===== config.mk =====
export PLATFORM = sky130hd
export DESIGN_NAME = e1_rx_crc4_check
export DESIGN_NICKNAME = d
export VERILOG_FILES = /design/src/rtl/e1_pkg.sv /design/src/rtl/e1_crc4.sv /design/src/rtl/e1_rx_crc4_check.sv
export SDC_FILE = /design/constraint.sdc
export NUM_CORES = 1
export LEC_CHECK = 0
export CAP_MARGIN = 20
export CORE_UTILIZATION = 49
export DETAILED_ROUTE_END_ITERATION = 6
export HOLD_SLACK_MARGIN = 0.05
export PLACE_DENSITY = 0.78
export SYNTH_ARGS = -nofsm -noshare
export SYNTH_HDL_FRONTEND = slang
export SYNTH_SLANG_ARGS = --single-unit

===== constraint.sdc =====
create_clock -name clk -period 2.1 [get_ports clk]
set_input_delay 0.21 -clock clk [delete_from_list [all_inputs] [get_ports clk]]
set_output_delay 0.21 -clock clk [all_outputs]
set_load 0.005 [all_outputs]

===== src/rtl/e1_pkg.sv =====
`default_nettype none
// ============================================================================
// Module   : e1_pkg
// Brief    : Shared E1 CRC4 constants and multiframe position markers.
// Revision : 1.0 - initial release
// ============================================================================
package e1_pkg;

    // CRC4 generator x^4 + x + 1, serial MSB first, zero preset
    localparam logic [3:0] c_CRC4_POLY      = 4'h3;
    localparam logic [3:0] c_CRC4_INIT      = 4'h0;

    localparam logic [4:0] c_TS0            = 5'd0;
    localparam logic [4:0] c_TS_LAST        = 5'd31;
    localparam logic [2:0] c_BIT_FIRST      = 3'd0;
    localparam logic [2:0] c_BIT_LAST       = 3'd7;
    localparam int         c_SMF_FRAMES     = 8;
    localparam logic [2:0] c_SMF_LAST_FRAME = 3'(c_SMF_FRAMES - 1);

    // Bit-stream position tag as delivered by the framer
    typedef struct packed {
        logic [3:0] frame;
        logic [4:0] ts;
        logic [2:0] bit_pos;
    } e1_pos_t;

endpackage : e1_pkg
`default_nettype wire


===== src/rtl/e1_crc4.sv =====
`default_nettype none
// ============================================================================
// Module   : e1_crc4
// Brief    : Serial CRC4 engine; i_first restarts the remainder from INIT.
// Revision : 1.0 - initial release
// ============================================================================
module e1_crc4 #(
    parameter logic [3:0] INIT = 4'h0,
    parameter logic [3:0] POLY = 4'h3
) (
    input  logic       clk,
    input  logic       rst,
    input  logic       i_en,
    input  logic       i_first,
    input  logic       i_bit,
    output logic [3:0] o_crc
);

    logic [3:0] r_crc;
    logic [3:0] w_base;
    logic [3:0] w_next;
    logic       w_fb;

    always_comb begin
        w_base = i_first ? INIT : r_crc;
        w_fb   = w_base[3] ^ i_bit;
        w_next = {w_base[2:0], 1'b0} ^ (w_fb ? POLY : 4'h0);
    end

    always_ff @(posedge clk) begin
        if (rst) begin
            r_crc <= INIT;
        end else if (i_en) begin
            r_crc <= w_next;
        end
    end

    assign o_crc = r_crc;

endmodule : e1_crc4
`default_nettype wire


===== src/rtl/e1_rx_crc4_check.sv =====
`default_nettype none
// ============================================================================
// Module   : e1_rx_crc4_check
// Brief    : E1 receive CRC4 verifier with E-bit latch and error counter.
// Revision : 1.0 - initial release
// ============================================================================
module e1_rx_crc4_check
    import e1_pkg::*;
#(
    parameter int CNT_W = 10
) (
    input  logic             clk,
    input  logic             rst,
    input  logic             in_bit,
    input  logic             in_valid,
    input  logic [3:0]       in_frame,
    input  logic [4:0]       in_ts,
    input  logic [2:0]       in_bit_pos,
    input  logic             in_mf_aligned,
    output logic             out_smf_stb,
    output logic             out_smf_idx,
    output logic             out_smf_err,
    output logic [1:0]       out_ebit,
    output logic [CNT_W-1:0] out_err_cnt,
    input  logic             cnt_clr
);

    localparam logic [CNT_W-1:0] c_CNT_MAX = {CNT_W{1'b1}};
    localparam logic [CNT_W-1:0] c_CNT_ONE = {{(CNT_W-1){1'b0}}, 1'b1};

    e1_pos_t    w_pos;
    logic       w_si;
    logic       w_first;
    logic       w_last;
    logic       w_crc_bit;
    logic [1:0] w_c_idx;
    logic [3:0] w_crc;
    logic       w_err;
    logic       w_err_stb;

    logic       r_started;
    logic       r_prev_valid;
    logic       r_end;
    logic       r_end_idx;
    logic [3:0] r_rx_c;
    logic [3:0] r_crc_prev;

    assign w_pos     = '{frame: in_frame, ts: in_ts, bit_pos: in_bit_pos};
    assign w_si      = (w_pos.ts == c_TS0) && (w_pos.bit_pos == c_BIT_FIRST) && !w_pos.frame[0];
    assign w_first   = (w_pos.frame[2:0] == 3'd0) && (w_pos.ts == c_TS0)
                       && (w_pos.bit_pos == c_BIT_FIRST);
    assign w_last    = (w_pos.frame[2:0] == c_SMF_LAST_FRAME) && (w_pos.ts == c_TS_LAST)
                       && (w_pos.bit_pos == c_BIT_LAST);
    // Si carries C bits of the previous SMF, so it contributes as zero
    assign w_crc_bit = w_si ? 1'b0 : in_bit;
    assign w_c_idx   = 2'd3 - w_pos.frame[2:1];
    assign w_err     = (r_rx_c != r_crc_prev);
    assign w_err_stb = in_mf_aligned && r_end && r_prev_valid && w_err;

    e1_crc4 #(
        .INIT (c_CRC4_INIT),
        .POLY (c_CRC4_POLY)
    ) u_crc4 (
        .clk     (clk),
        .rst     (rst),
        .i_en    (in_valid),
        .i_first (w_first),
        .i_bit   (w_crc_bit),
        .o_crc   (w_crc)
    );

    always_ff @(posedge clk) begin
        if (rst) begin
            r_started    <= 1'b0;
            r_prev_valid <= 1'b0;
            r_end        <= 1'b0;
            r_end_idx    <= 1'b0;
            r_rx_c       <= 4'h0;
            r_crc_prev   <= 4'h0;
            out_smf_stb  <= 1'b0;
            out_smf_idx  <= 1'b0;
            out_smf_err  <= 1'b0;
            out_ebit     <= 2'b11;
        end else begin
            out_smf_stb <= 1'b0;
            if (!in_mf_aligned) begin
                r_started    <= 1'b0;
                r_prev_valid <= 1'b0;
                r_end        <= 1'b0;
            end else begin
                r_end <= 1'b0;
                if (in_valid) begin
                    if (w_si) begin
                        r_rx_c[w_c_idx] <= in_bit;
                    end
                    if (w_first) begin
                        r_started <= 1'b1;
                    end
                    if (w_last && r_started) begin
                        r_end     <= 1'b1;
                        r_end_idx <= w_pos.frame[3];
                    end
                end
                // CRC register holds the finished SMF remainder in this cycle
                if (r_end) begin
                    r_crc_prev   <= w_crc;
                    r_prev_valid <= 1'b1;
                    if (r_prev_valid) begin
                        out_smf_stb           <= 1'b1;
                        out_smf_idx           <= r_end_idx;
                        out_smf_err           <= w_err;
                        out_ebit[r_end_idx]   <= ~w_err;
                    end
                end
            end
        end
    end

    always_ff @(posedge clk) begin
        if (rst) begin
            out_err_cnt <= '0;
        end else if (cnt_clr) begin
            out_err_cnt <= w_err_stb ? c_CNT_ONE : '0;
        end else if (w_err_stb && (out_err_cnt != c_CNT_MAX)) begin
            out_err_cnt <= out_err_cnt + c_CNT_ONE;
        end
    end

endmodule : e1_rx_crc4_check
`default_nettype wire


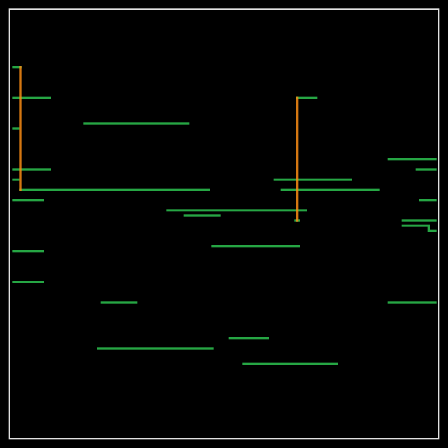
*Metal layers overlaid, run 1*
Only two layers are drawn.
met3: marked green, wire length 187 µm. met4: marked orange, wire length 32.6 µm.

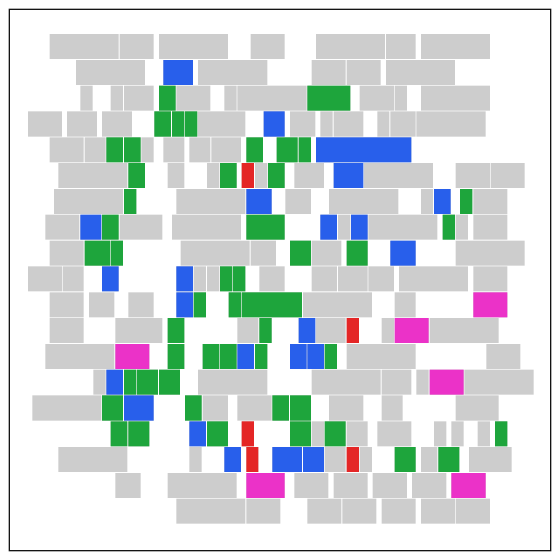
*Gate families picked out, run 1*
inverters: marked red, cells 5. NAND gates: marked green, cells 49. inverting AOI/OAI gates: marked blue, cells 23. multiplexers: marked magenta, cells 6.

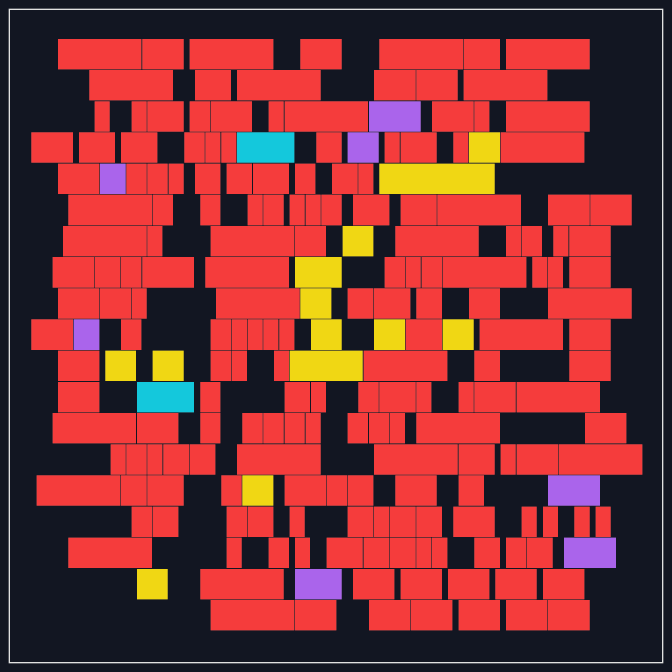
*Cell sizes after repair, run 1*
drive 6 and up: marked cyan, cells 2, most used clkbuf_8. drive 2: marked purple, cells 7. drive 3 to 4: marked yellow, cells 13, most used clkbuf_4. drive 1 or less: marked red, cells 185, most used clkdlybuf4s50_1.
P&R area growth vs syn: 27.9%
Finished Cell Area: 1890 µm²
non-clock buffer total of the final layout: 36

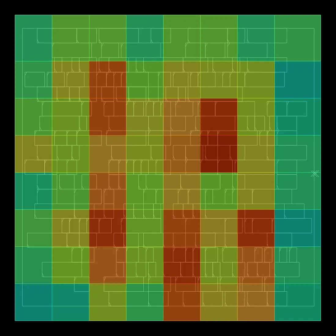
*Routing congestion, run 1*
mean routed wirelength per cell: 13.6 µm
met1 Usage GRT: 0.292
GRT Overall Usage: 0.222
most used routing layer: met2
utilization after layout: 0.673

==> flow_results.xml, run 1 <==
<?xml version="1.0" encoding="UTF-8"?>
<metrics>
  <group name="clock_tree">
    <metric name="clock_path_buffers" unit="">2</metric>
    <metric name="tritoncts" unit="">done</metric>
    <metric name="numCtsBuffers" unit="">5</metric>
    <metric name="hold_buffers" unit="">0</metric>
    <metric name="cts_post_setup_buffers_inserted" unit="">0</metric>
    <metric name="htree_num_levels" unit="">2</metric>
  </group>
  <group name="drt">
    <metric name="post-route-drc-count" unit="">2</metric>
    <metric name="drt.antenna.violating_nets" unit="">0</metric>
    <metric name="final_wirelength" unit="mm">3.24</metric>
    <metric name="routedLengthMet1" unit="mm">1.53</metric>
    <metric name="drt-vias-per-instance" unit="">5.64</metric>
    <metric name="highest-signal-layer" unit="">met4</metric>
  </group>
  <group name="die">
    <metric name="core_area" unit="µm²">2810</metric>
    <metric name="floorplan.io_pins" unit="">33</metric>
  </group>
  <group name="logic_synthesis">
    <metric name="post_synth_fa_ha_maj_area_fraction" unit="">0.00847</metric>
    <metric name="synth-seq-cells" unit="">31</metric>
    <metric name="synth_area" unit="µm²">1480</metric>
    <metric name="post_synth_xor_area_fraction" unit="">0.0653</metric>
    <metric name="synth_nets" unit="">190</metric>
    <metric name="top_cell_area_share" unit="">0.420</metric>
    <metric name="syn-mean-instance-area" unit="µm²">8.63</metric>
    <metric name="async_reset_ff_frac" unit="">0</metric>
    <metric name="synth-compound-area-share" unit="">0.109</metric>
    <metric name="ys_area" unit="µm²">1480</metric>
    <metric name="synth.area.mux_share" unit="">0.0415</metric>
    <metric name="ys_top_cells_by_count" unit="">dfxtp_1, nor2_1, nand2_1, nand3_1, a21oi_1</metric>
    <metric name="synth_warn" unit="">0</metric>
  </group>
  <group name="final_timing">
    <metric name="slew_viol_final" unit="">0</metric>
    <metric name="finalSetupViolations" unit="">0</metric>
    <metric name="finalHoldViolations" unit="">0</metric>
    <metric name="finalSetupTns" unit="ns">0</metric>
    <metric name="fin_hold_ws" unit="ns">0.470</metric>
    <metric name="worstMarginPinSlew" unit="ns">0.485</metric>
    <metric name="highest_clock_rate" unit="GHz">0.585</metric>
  </group>
  <group name="setup_path">
    <metric name="critical_path.max_stage_delay" unit="ns">0.47</metric>
    <metric name="endpoint_kind" unit="">flip-flop</metric>
    <metric name="crit_fanout" unit="">8</metric>
    <metric name="timing.critical_path.slowest_stage_cell" unit="">or3_1</metric>
    <metric name="path_class" unit="">reg2reg</metric>
    <metric name="critical_path_data_required_time" unit="ns">2.33</metric>
    <metric name="critical-path-top-delay-family" unit="">simple AND/OR/NAND/NOR gates</metric>
    <metric name="crit_path_frequent_cell" unit="">nand3_1</metric>
  </group>
  <group name="power_and_ir_drop">
    <metric name="power.largest_group" unit="">sequential cells</metric>
    <metric name="power_leakage" unit="nW">0.639</metric>
    <metric name="pg_clk" unit="µW">402</metric>
    <metric name="pwr-share-clk" unit="">0.374</metric>
    <metric name="switchingPower" unit="µW">247</metric>
    <metric name="sequentialPower" unit="µW">595</metric>
  </group>
  <group name="cells_and_area">
    <metric name="number_of_fill_cells" unit="">247</metric>
    <metric name="final_common_cell" unit="">clkdlybuf4s50_1</metric>
    <metric name="num-clock-buffers" unit="">7</metric>
    <metric name="layout_top_cells" unit="">clkdlybuf4s50_1, dfxtp_1, nor2_1</metric>
  </group>
  <group name="grt">
    <metric name="grt_pass1_wl" unit="mm">5.58</metric>
    <metric name="groute.layer.met3.usage" unit="">0.0484</metric>
    <metric name="maximum_number_of_pins_on_one_net_before_global_route_repair" unit="">18</metric>
    <metric name="total_overflow_reported_by_the_global_router" unit="">0</metric>
  </group>
  <group name="run_status">
    <metric name="failed_checks" unit="">DRC</metric>
    <metric name="status" unit="">complete, but fails checks</metric>
  </group>
  <group name="job">
    <metric name="tool_warnings" unit="">26</metric>
    <metric name="cap_viol_max_count" unit="">0</metric>
  </group>
  <group name="place">
    <metric name="dpl.cell_count" unit="">230</metric>
    <metric name="detailed_place_hpwl" unit="mm">2.50</metric>
  </group>
  <group name="worst_hold_path">
    <metric name="hold_path.class" unit="">reg2reg</metric>
  </group>
</metrics>
## run 1: final timing paths
| path | startpoint | endpoint | slack [ns] | cells past startpoint |
|---|---|---|---|---|
| worst max-delay path | out_err_cnt[0] | out_err_cnt[3] | 0.39 | 6 |
| worst min-delay path | out_smf_idx | out_smf_idx | 0.47 | 2 |
| worst max register to register | out_err_cnt[0] | out_err_cnt[3] | 0.39 | 6 |
| worst min register to register | out_smf_idx | out_smf_idx | 0.47 | 2 |
## run 1: flip-flops by register name, summed over array words and instances (netlist names)
signal,cells
out_ebit,2
out_err_cnt,10
out_smf_err,1
out_smf_idx,1
out_smf_stb,1
r_crc_prev,4
r_end,1
r_end_idx,1
r_prev_valid,1
r_rx_c,4
r_started,1
u_crc4.o_crc,4
--- run 2 (diff from run 1) ---
--- a/config.mk
+++ b/config.mk
@@ -6,10 +6,10 @@
 export NUM_CORES = 1
 export LEC_CHECK = 0
 export CAP_MARGIN = 20
-export CORE_UTILIZATION = 49
+export CORE_UTILIZATION = 44
 export DETAILED_ROUTE_END_ITERATION = 6
 export HOLD_SLACK_MARGIN = 0.05
-export PLACE_DENSITY = 0.78
+export PLACE_DENSITY = 0.74
 export SYNTH_ARGS = -nofsm -noshare
 export SYNTH_HDL_FRONTEND = slang
 export SYNTH_SLANG_ARGS = --single-unit
==> constraint.sdc (replaced) <==
create_clock -name clk -period 1.5 [get_ports clk]
set_input_delay 0.15 -clock clk [delete_from_list [all_inputs] [get_ports clk]]
set_output_delay 0.15 -clock clk [all_outputs]
set_load 0.005 [all_outputs]
==> run 2 against run 1 <==
The flow now finishes without violations. Non-clock buffer count increased by 26. Clock skew increased by 0.0016 ns. First-iteration DRC count increased by 31%. Total power increased by 30%. Wire length increased by 15%. Worst setup slack got worse by 0.35 ns. Worst hold slack got worse by 0.047 ns. Combinational power increased by 81%. Sequential share of layout area decreased by 4.0 points. Critical path type is now reg2out. Critical endpoint is now out_err_cnt[4].
==> flow_results.xml, run 2 <==
<?xml version="1.0" encoding="UTF-8"?>
<metrics>
  <group name="final_timing">
    <metric name="fin_hold_ws" unit="ns">0.423</metric>
    <metric name="finalSetupViolations" unit="">0</metric>
    <metric name="worstMarginPinSlew" unit="ns">0.315</metric>
    <metric name="highest_clock_rate" unit="GHz">0.685</metric>
    <metric name="slew_viol_final" unit="">0</metric>
  </group>
  <group name="setup_path">
    <metric name="r2r_start" unit="">out_err_cnt[0]</metric>
    <metric name="path_class" unit="">reg2out</metric>
    <metric name="critical_path_cell_count" unit="">2</metric>
    <metric name="critical_path.max_stage_delay" unit="ns">0.49</metric>
    <metric name="endpoint_kind" unit="">output pin</metric>
    <metric name="timing.critical_path.slowest_stage_cell" unit="">clkdlybuf4s50_1</metric>
    <metric name="cp-startpoint" unit="">out_err_cnt[4]</metric>
    <metric name="critical_path_data_required_time" unit="ns">1.35</metric>
    <metric name="crit_fanout" unit="">4</metric>
  </group>
  <group name="drt">
    <metric name="final_wirelength" unit="mm">3.74</metric>
    <metric name="wl_per_cell" unit="µm">13.6</metric>
    <metric name="post-route-drc-count" unit="">0</metric>
    <metric name="highest-signal-layer" unit="">met4</metric>
    <metric name="drt-vias-per-instance" unit="">5.33</metric>
    <metric name="routedLengthMet1" unit="mm">1.71</metric>
  </group>
  <group name="logic_synthesis">
    <metric name="async_reset_ff_frac" unit="">0</metric>
    <metric name="synth_area" unit="µm²">1480</metric>
    <metric name="top_cell_area_share" unit="">0.420</metric>
    <metric name="ys_area" unit="µm²">1480</metric>
    <metric name="synth_nets" unit="">190</metric>
    <metric name="post_synth_xor_area_fraction" unit="">0.0653</metric>
    <metric name="syn-mean-instance-area" unit="µm²">8.63</metric>
    <metric name="synth.area.mux_share" unit="">0.0415</metric>
  </group>
  <group name="worst_hold_path">
    <metric name="hold_path.class" unit="">in2reg</metric>
  </group>
  <group name="cells_and_area">
    <metric name="layout_top_cells" unit="">buf_4, clkdlybuf4s50_1, dfxtp_1</metric>
    <metric name="num-clock-buffers" unit="">6</metric>
    <metric name="areaGrowthSynthToFinish" unit="%">47.3</metric>
    <metric name="signal_buffers" unit="">62</metric>
    <metric name="largest-register" unit="">out_err_cnt</metric>
    <metric name="largest_register_ff_count" unit="">10</metric>
    <metric name="final_design_area_no_fill" unit="µm²">2170</metric>
  </group>
  <group name="grt">
    <metric name="gr-max-usage-layer" unit="">met2</metric>
    <metric name="gr-usage-met1" unit="">0.279</metric>
    <metric name="groute.layer.met3.usage" unit="">0.0649</metric>
    <metric name="maximum_number_of_pins_on_one_net_before_global_route_repair" unit="">17</metric>
    <metric name="grt.total_usage" unit="">0.224</metric>
  </group>
  <group name="clock_tree">
    <metric name="htree_num_levels" unit="">2</metric>
    <metric name="numCtsBuffers" unit="">5</metric>
    <metric name="cts_post_setup_buffers_inserted" unit="">0</metric>
    <metric name="tritoncts" unit="">done</metric>
  </group>
  <group name="job">
    <metric name="cap_viol_max_count" unit="">0</metric>
  </group>
  <group name="power_and_ir_drop">
    <metric name="power.largest_group" unit="">sequential cells</metric>
    <metric name="pg_clk" unit="µW">420</metric>
    <metric name="sequentialPower" unit="µW">832</metric>
  </group>
  <group name="run_status">
    <metric name="status" unit="">complete, no violations</metric>
  </group>
  <group name="die">
    <metric name="core_area" unit="µm²">3130</metric>
  </group>
</metrics>
[run 2: worst min-delay path by stage]
stage / from / end / slack [ns] / cells past startpoint
final: rst / out_err_cnt[0] / 0.42 / 2
after global routing: rst / out_err_cnt[0] / 0.44 / 2
after CTS: rst / out_err_cnt[0] / 0.42 / 2
after detailed placement: out_smf_idx / out_smf_idx / 0.47 / 2
after global placement: out_smf_idx / out_smf_idx / 0.45 / 2
after floorplan: cnt_clr / out_err_cnt[0] / 0.29 / 2
[run 2: through the flow]
step                       util  cells  worst slack [ns]
after floorplan               -    171            0.0127
after CTS                 0.666    275            0.0197
after global placement    0.649    269            -0.260
after detailed placement  0.649    269            -0.366
final                     0.695    275            0.0398
after global routing      0.695    275           -0.0587
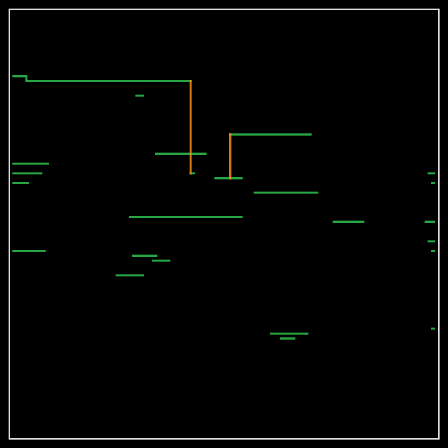
*Metal layers overlaid, run 2*
Only two layers are drawn.
met4: marked orange, wire length 19.0 µm. met3: marked green, wire length 112 µm.

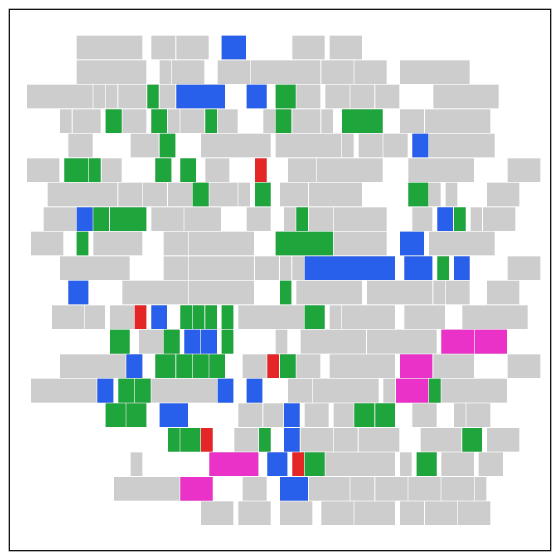
*Gate families picked out, run 2*
inverters: marked red, cells 5. inverting AOI/OAI gates: marked blue, cells 23. NAND gates: marked green, cells 49. multiplexers: marked magenta, cells 6.
dominant logic cell type in the layout: buf_4
multi-input gate share of total cell area: 0.404
non-filler cells in the finished layout: 275

--- run 3 (diff from run 2) ---
--- a/config.mk
+++ b/config.mk
@@ -6,6 +6,7 @@
 export NUM_CORES = 1
 export LEC_CHECK = 0
 export CAP_MARGIN = 20
+export CORE_MARGIN = 2
 export CORE_UTILIZATION = 44
 export DETAILED_ROUTE_END_ITERATION = 6
 export HOLD_SLACK_MARGIN = 0.05
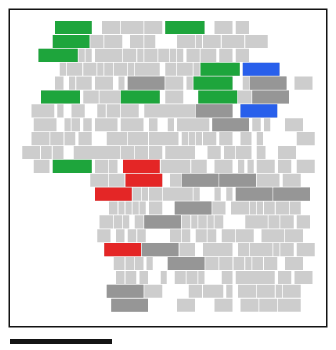
*Sequential cells grouped by signal name, run 3*
The bar under the picture is 20 µm long.
`out_ebit`: marked blue, placed flops 2. `r_crc_prev`: marked red, placed flops 4, where middle. `out_err_cnt`: marked green, placed flops 10.

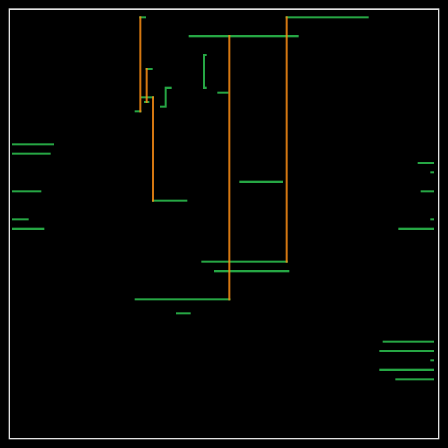
*Metal layers overlaid, run 3*
Only two layers are drawn.
met4: marked orange, wire length 107 µm. met3: marked green, wire length 149 µm.

==> run 3 against run 2 <==
The run now ends with setup timing left. Combinational power fell by 4%. Worst hold slack got worse by 0.042 ns. First-iteration DRC count rose by 10%. Synthesized area did not move. Largest cell class unchanged.
==> flow_results.xml, run 3 <==
<?xml version="1.0" encoding="UTF-8"?>
<metrics>
  <group name="drt">
    <metric name="highest-signal-layer" unit="">met4</metric>
    <metric name="drt-vias-per-instance" unit="">5.32</metric>
    <metric name="post-route-drc-count" unit="">0</metric>
    <metric name="final_wirelength" unit="mm">4.02</metric>
    <metric name="wl_per_cell" unit="µm">14.4</metric>
    <metric name="routedLengthMet1" unit="mm">1.68</metric>
    <metric name="detailroute.wirelength.met2" unit="mm">2.08</metric>
  </group>
  <group name="power_and_ir_drop">
    <metric name="power_report.internal_total" unit="mW">1.12</metric>
    <metric name="switchingPower" unit="µW">346</metric>
    <metric name="power.largest_group" unit="">sequential cells</metric>
    <metric name="pwr-share-clk" unit="">0.338</metric>
    <metric name="register_share_of_total_power" unit="">0.568</metric>
    <metric name="sequentialPower" unit="µW">832</metric>
    <metric name="pg_clk" unit="µW">495</metric>
  </group>
  <group name="grt">
    <metric name="maximum_number_of_pins_on_one_net_before_global_route_repair" unit="">13</metric>
    <metric name="grt_antenna_before_repair" unit="">0</metric>
    <metric name="groute.layer.met3.usage" unit="">0.0580</metric>
    <metric name="gr-max-usage-layer" unit="">met2</metric>
    <metric name="grt.total_usage" unit="">0.205</metric>
    <metric name="gr-usage-met1" unit="">0.241</metric>
    <metric name="groute.layer.met2.usage" unit="">0.341</metric>
  </group>
  <group name="worst_hold_path">
    <metric name="hold_path.class" unit="">in2reg</metric>
    <metric name="worstHoldPathCells" unit="">3</metric>
    <metric name="min_to" unit="">r_started</metric>
    <metric name="worst_hold_startpoint" unit="">in_mf_aligned</metric>
  </group>
  <group name="job">
    <metric name="cap_viol_max_count" unit="">0</metric>
    <metric name="tool_warnings" unit="">27</metric>
  </group>
  <group name="clock_tree">
    <metric name="buffer_cell_driving_the_clock_tree_root" unit="">clkbuf_4</metric>
    <metric name="clock_path_buffers" unit="">2</metric>
    <metric name="tritoncts" unit="">done</metric>
    <metric name="cts_post_setup_buffers_inserted" unit="">0</metric>
    <metric name="numCtsBuffers" unit="">5</metric>
    <metric name="htree_num_levels" unit="">2</metric>
  </group>
  <group name="cells_and_area">
    <metric name="areaGrowthSynthToFinish" unit="%">51.4</metric>
    <metric name="largest_register_ff_count" unit="">10</metric>
    <metric name="largest-register" unit="">out_err_cnt</metric>
    <metric name="layout_top_cells" unit="">buf_4, nor2_1, clkdlybuf4s50_1, dfxtp_1, nand2_1</metric>
    <metric name="stdcell_count" unit="">278</metric>
    <metric name="area.share.combinational" unit="">0.405</metric>
    <metric name="number_of_fill_cells" unit="">245</metric>
    <metric name="final_design_area_no_fill" unit="µm²">2240</metric>
    <metric name="finalCoreUtilization" unit="">0.681</metric>
    <metric name="num-clock-buffers" unit="">6</metric>
    <metric name="seqAreaFraction" unit="">0.282</metric>
    <metric name="signal_buffers" unit="">62</metric>
    <metric name="final_common_cell" unit="">buf_4</metric>
  </group>
  <group name="logic_synthesis">
    <metric name="ys_area" unit="µm²">1480</metric>
    <metric name="syn-mean-instance-area" unit="µm²">8.63</metric>
    <metric name="number_of_enable_type_register_cells_in_the_synthesized_netlist" unit="">0</metric>
    <metric name="async_reset_ff_frac" unit="">0</metric>
    <metric name="top_cell_area_share" unit="">0.420</metric>
    <metric name="synth_area" unit="µm²">1480</metric>
  </group>
  <group name="place">
    <metric name="detailed_place_hpwl" unit="mm">2.77</metric>
    <metric name="dpl.cell_count" unit="">272</metric>
    <metric name="io_buffer_count" unit="">32</metric>
    <metric name="placement.setup.worst_slack" unit="ns">-0.371</metric>
  </group>
  <group name="run_status">
    <metric name="failed_checks" unit="">setup timing</metric>
    <metric name="status" unit="">complete, but fails checks</metric>
  </group>
  <group name="setup_path">
    <metric name="endpoint_kind" unit="">flip-flop</metric>
    <metric name="crit_path_frequent_cell" unit="">nand3_2</metric>
    <metric name="path_cells" unit="">ha_4 &gt; nand3_2 &gt; or3_4 &gt; nand3_2 &gt; xor2_1 &gt; nor2_1</metric>
    <metric name="critical_path_data_required_time" unit="ns">1.73</metric>
    <metric name="crit_fanout" unit="">8</metric>
    <metric name="path_class" unit="">reg2reg</metric>
    <metric name="timing.critical_path.slowest_stage_cell" unit="">or3_4</metric>
    <metric name="cp-startpoint" unit="">out_err_cnt[1]</metric>
    <metric name="critical_path.max_stage_delay" unit="ns">0.47</metric>
    <metric name="r2r_start" unit="">out_err_cnt[1]</metric>
  </group>
  <group name="final_timing">
    <metric name="worstMarginPinSlew" unit="ns">0.329</metric>
    <metric name="slew_viol_final" unit="">0</metric>
    <metric name="highest_clock_rate" unit="GHz">0.666</metric>
    <metric name="finalWorstSetupSlack" unit="ns">-0.000444</metric>
    <metric name="fin_hold_ws" unit="ns">0.381</metric>
    <metric name="finalSetupViolations" unit="">1</metric>
  </group>
  <group name="die">
    <metric name="core_area" unit="µm²">3280</metric>
  </group>
</metrics>
-- run 3: cell families after synthesis --
kind of cell,Yosys count,synth area share
AND/OR/NAND/NOR,86,0.308
multiplexers,6,0.0415
AND-OR/OR-AND,23,0.109
buffers and inverters,13,0.0466
adder cells (fa/ha/maj),1,0.00847
XOR/XNOR,11,0.0653
flip-flops,31,0.420
-- run 3: critical path, delay by kind of cell, from the launching register on --
kind	cells	cell delay [ns]
AND/OR/NAND/NOR	4	0.70
XOR/XNOR	1	0.18
adder cells (fa/ha/maj)	1	0.14
flip-flops	1	0.37
-- run 3: timing repair --
action	CTS	global route
endpoints found under the setup margin	10	20
hold buffers	0	0
resized	4	31
pin swaps	1	17
Power is estimated from default activity; no workload was simulated.
